### Placed cells, one colour a class, run 1

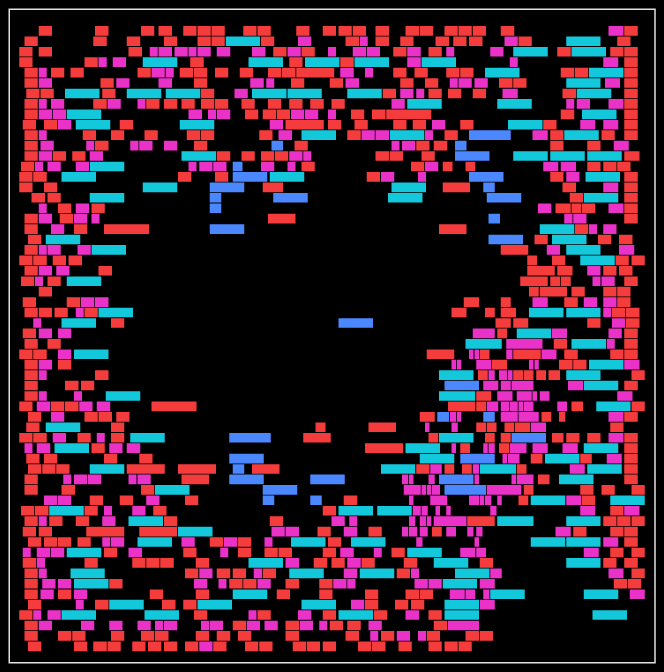
### Sequential cells coloured by netlist name, run 1

Other sequential cells in the stronger grey, the rest of the logic in the fainter grey.
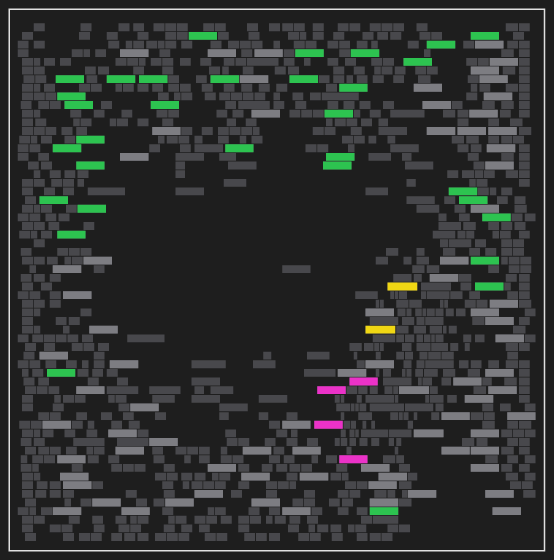
### Clock network drawn from the DEF, run 1

Bar = 50 um.
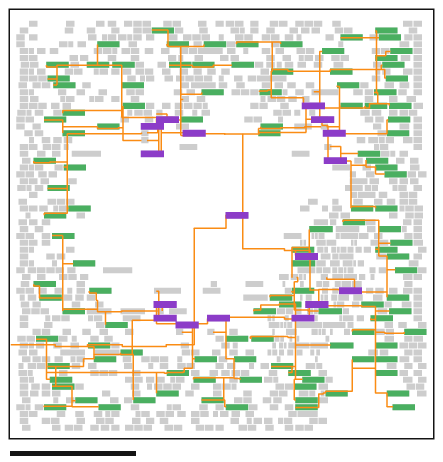
==> config.mk <==
export PLATFORM = sky130hd
export DESIGN_NAME = ceyloniac_alu_arbiter
export DESIGN_NICKNAME = d
export VERILOG_FILES = /design/src/rtl/ceyloniac_alu_arbiter.sv
export SDC_FILE = /design/constraint.sdc
export NUM_CORES = 1
export LEC_CHECK = 0
export ABC_CLOCK_PERIOD_IN_PS = 2100
export CAP_MARGIN = 20
export CORE_AREA = 2 2 166 168
export DETAILED_ROUTE_END_ITERATION = 10
export DIE_AREA = 0 0 168 170
export SYNTH_ARGS = -nofsm -noshare
export SYNTH_HDL_FRONTEND = slang
export SYNTH_SLANG_ARGS = --single-unit
export TNS_END_PERCENT = 100
==> constraint.sdc <==
create_clock -name clk -period 2.1 [get_ports clk]
set_input_delay 0.525 -clock clk [delete_from_list [all_inputs] [get_ports clk]]
set_output_delay 0.525 -clock clk [all_outputs]
set_load 0.03 [all_outputs]
==> flow_summary_export.csv <==
group,metric,value,unit
placement,port_buffers,425,
clocking,clock_path_buffers,2,
timing,slew_headroom,45.3,%
grt,grt-ovfl-total,0,
grt,grt_use_total,19.5,%
logic_synthesis,yosysCellCount,479,
routing,wl,28.3,mm
logic_synthesis,top_cells_by_area,"dfrtp_1 (49%), a221o_1 (24%), and2_1 (7.5%)",
worst_setup_path,crit_chain,"dlygate4sd2_1, nand2b_1, buf_4, a21o_1, and3_4, nor2_4, buf_6",
logic_synthesis,ys_sh_aoi,26.8,%
routing,ant_nets,0,
routing,dr_wl_met2,13.8,mm
clocking,cts_buffers,17,
logic_synthesis,ys.flops,115,
logic_synthesis,yosysSeqAreaShare,49.9,%
worst_setup_path,endpoint_kind,"output pin",
timing,worst_slew_pin_slew,820,ps
cells_and_area,fin_cells,1301,
cells_and_area,most-common-layout-cells,"clkdlybuf4s50_1 (413), a221o_1 (136), dfrtp_1 (111)",
worst_setup_path,r2r_setup_slack,-190,ps
run_status,violations,"negative setup slack",
timing,drv_slew,0,
clocking,cts_max_level,4,
logic_synthesis,synth_area,0.00577,mm^2
timing,rsz0062_at_grt,"true",
logic_synthesis,synth.avg_cell_area,12.0,um^2
logic_synthesis,ys_sh_mux,7.41,%
flow_run,warnings,30,
grt,grt_pass1_vias,6679,
routing,wl_met3,2.29,mm
timing,period_used_share,110,%
worst_setup_path,critPathKind,"input pin to output pin",
cells_and_area,syn2layout_area_growth,106,%
worst_setup_path,arrival,1790,ps
logic_synthesis,ys_area,0.00577,mm^2
placement,gp_congestion,0.782,
logic_synthesis,netlist_instances,479,
routing,wl_met1,11.5,mm
floorplan,initial_utilization,21.7,%
routing,drt-initial-drc-count,297,
grt,grt_use_met3,6.49,%
routing,vias,6290,
clocking,cts_root_buffer,"clkbuf_16",
power_and_ir_drop,powerDensity,1370,mW/mm^2
floorplan,die_h,170,um
placement,dp_hpwl,19.5,mm
grt,antenna_found_initial,1,
timing,setup_viol,72,
routing,avgRoutedWirePerCell,21.8,um
logic_synthesis,top_cell_area_share,49.0,%
worst_setup_path,cpMaxStageDelayCell,"dlygate4sd2_1",
logic_synthesis,logic_family,"AND-OR/OR-AND gates",
worst_setup_path,cp_num_cells,7,
logic_synthesis,ys_sh_adder,0.867,%
power_and_ir_drop,p_leak,4.90,nW
cells_and_area,nets,1264,
cells_and_area,lay_top_count,"clkdlybuf4s50_1",
logic_synthesis,synth_warnings,0,
clocking,clk_pin_slew,70,ps
worst_setup_path,worstPathBufferInverterCount,3,
placement,dp.cells,1239,
floorplan,dieArea,0.0286,mm^2
grt,top_usage_layer,"met2",
min_path,hold_path.class,"input pin to asynchronous set/reset pin",
clocking,cts_sinks,115,
timing,period_minus_slack,2310,ps
logic_synthesis,syn_nets,797,
logic_synthesis,synth-edff-count,0,
clocking,tritoncts,"done",
floorplan,ios,426,
routing,via_per_inst,4.83,
logic_synthesis,simple_gate_share,10.9,%
timing,fmax,432,MHz
grt,grt_util_met1,23.1,%
routing,drc,0,
logic_synthesis,ff_type,"dfrtp_1",
grt,grt_start_max_net_pins,61,
flow_run,max-cap-violations,0,
run_status,status,"finished, violations left",
logic_synthesis,async_flop_share,100,%
worst_setup_path,cp.required,1570,ps
worst_setup_path,cp-start-kind,"input pin",
worst_setup_path,cpLargestDelayFamily,"buffers and inverters",
routing,dr.pass1.iters,5,
worst_setup_path,critPathMaxStageDelay,360,ps
floorplan,die_w,168,um
grt,met2_usage,33.3,%
routing,topRoutingLayerUsed,"met4",
logic_synthesis,yosys.area.top_type,"dfrtp_1",
logic_synthesis,synth_cell_type_count,37,
timing,whs,368,ps
clocking,cts_hold_buffers,0,
timing,hold_violations,0,
worst_setup_path,cp_max_fo,5,
cells_and_area,drive_gt1_share,17.2,%
timing,setup_ws,-212,ps
worst_setup_path,ff2ff_path_depth,10,
grt,grt_pass1_wl,41.6,mm
power_and_ir_drop,peakVddDrop,530,uV
logic_synthesis,synth-xor-area-share,0,%
Back to the opening pictures, 'Placed cells, one colour a class':
| colour | class | cells | share of their area |
|---|---|---|---|
| cyan | registers | 115 | 25% |
| magenta | remaining logic cells | 322 | 24% |
| red | remaining buffers and delay cells | 490 | 45% |
| blue | clock drivers and dummy loads | 32 | 5.4% |
Core Rows: 60
fraction of area in registers: 24.2%
core area: 0.0267 mm^2

Back to the opening pictures, 'Sequential cells coloured by netlist name':
| colour | netlist name | sequential cells |
|---|---|---|
| magenta | lat_cnt | 4 |
| green | alu_a | 32 |
| yellow | last_grant | 2 |
Core Util, Final: 44.7%
sequential power: 3.91 mW
register area: 0.00288 mm^2

Back to the opening pictures, 'Clock network drawn from the DEF':
[orange] clock wires | length: 2,120 um
[purple] clock-net drivers | count: 17
[green] flip-flops | count: 115
routed clock nets: 18
flops lie: all over the die
Clk pwr share: 19.2%
clk pwr: 3.14 mW
clock latency at the later pin of the worst-skew pair: 420 ps
Clock Skews: 15.8 ps

## run 1: where the power goes
| group | internal, mW | total, mW | switching, mW |
|---|---|---|---|
| sequential | 3.29 | 3.91 | 0.617 |
| clock | 1.90 | 3.14 | 1.23 |
| combinational | 4.80 | 9.27 | 4.47 |
## run 1: cell type report
class                      count  area, um^2
sequential                   115        2880
tap                          341         427
timing repair buffer         490        5170
clock buffer                  17         425
multi-input combinational    311        2760
inverter                      11        41.3
antenna                        1        2.50
fill                        2522       14700
clock inverter                15         194
## run 1: tightest hold or removal path: cells and delay by family
kind / cells / cell delay [ps]
buf+inv: 3 / 760
## run 1: what timing repair did
item / 4_1_cts / 5_1_grt
hold endpoints to repair: 0 / 0
pin swaps: 43 / 30
setup buffers: 17 / 3
gates cloned: 12 / 0
gates resized: 53 / 7
setup endpoints to repair: 75 / 72
## run 1: stage by stage
step	setup TNS (ps)	setup WS [ps]	power (mW)	cell area, um^2	utilization, %
6_report	-9000	-212	16.3	11900	44.7
5_1_grt	-14900	-283	17.3	11900	44.7
4_1_cts	-11190	-218	16.5	11900	44.8
3_5_place_dp	-42670	-620	12.7	10600	40.0
3_3_place_gp	-40380	-581	12.6	10600	40.0
2_1_floorplan	0	6.85	8.94	5800	-
## run 1: cell usage after synthesis (all sizes together) (2+ instances only)
master and count:
ha 4, buf 13, nand2b 4, o21ai 10, nor3b 2, clkbuf 29
dfstp 2, mux2 36, nor3 3, a21boi 3, a21oi 6, and2 69
and3 2, nand2 10, inv 11, nor2 9, dfrtp 113, o22ai 3
a221o 136
Power and IR drop assume default switching activity.
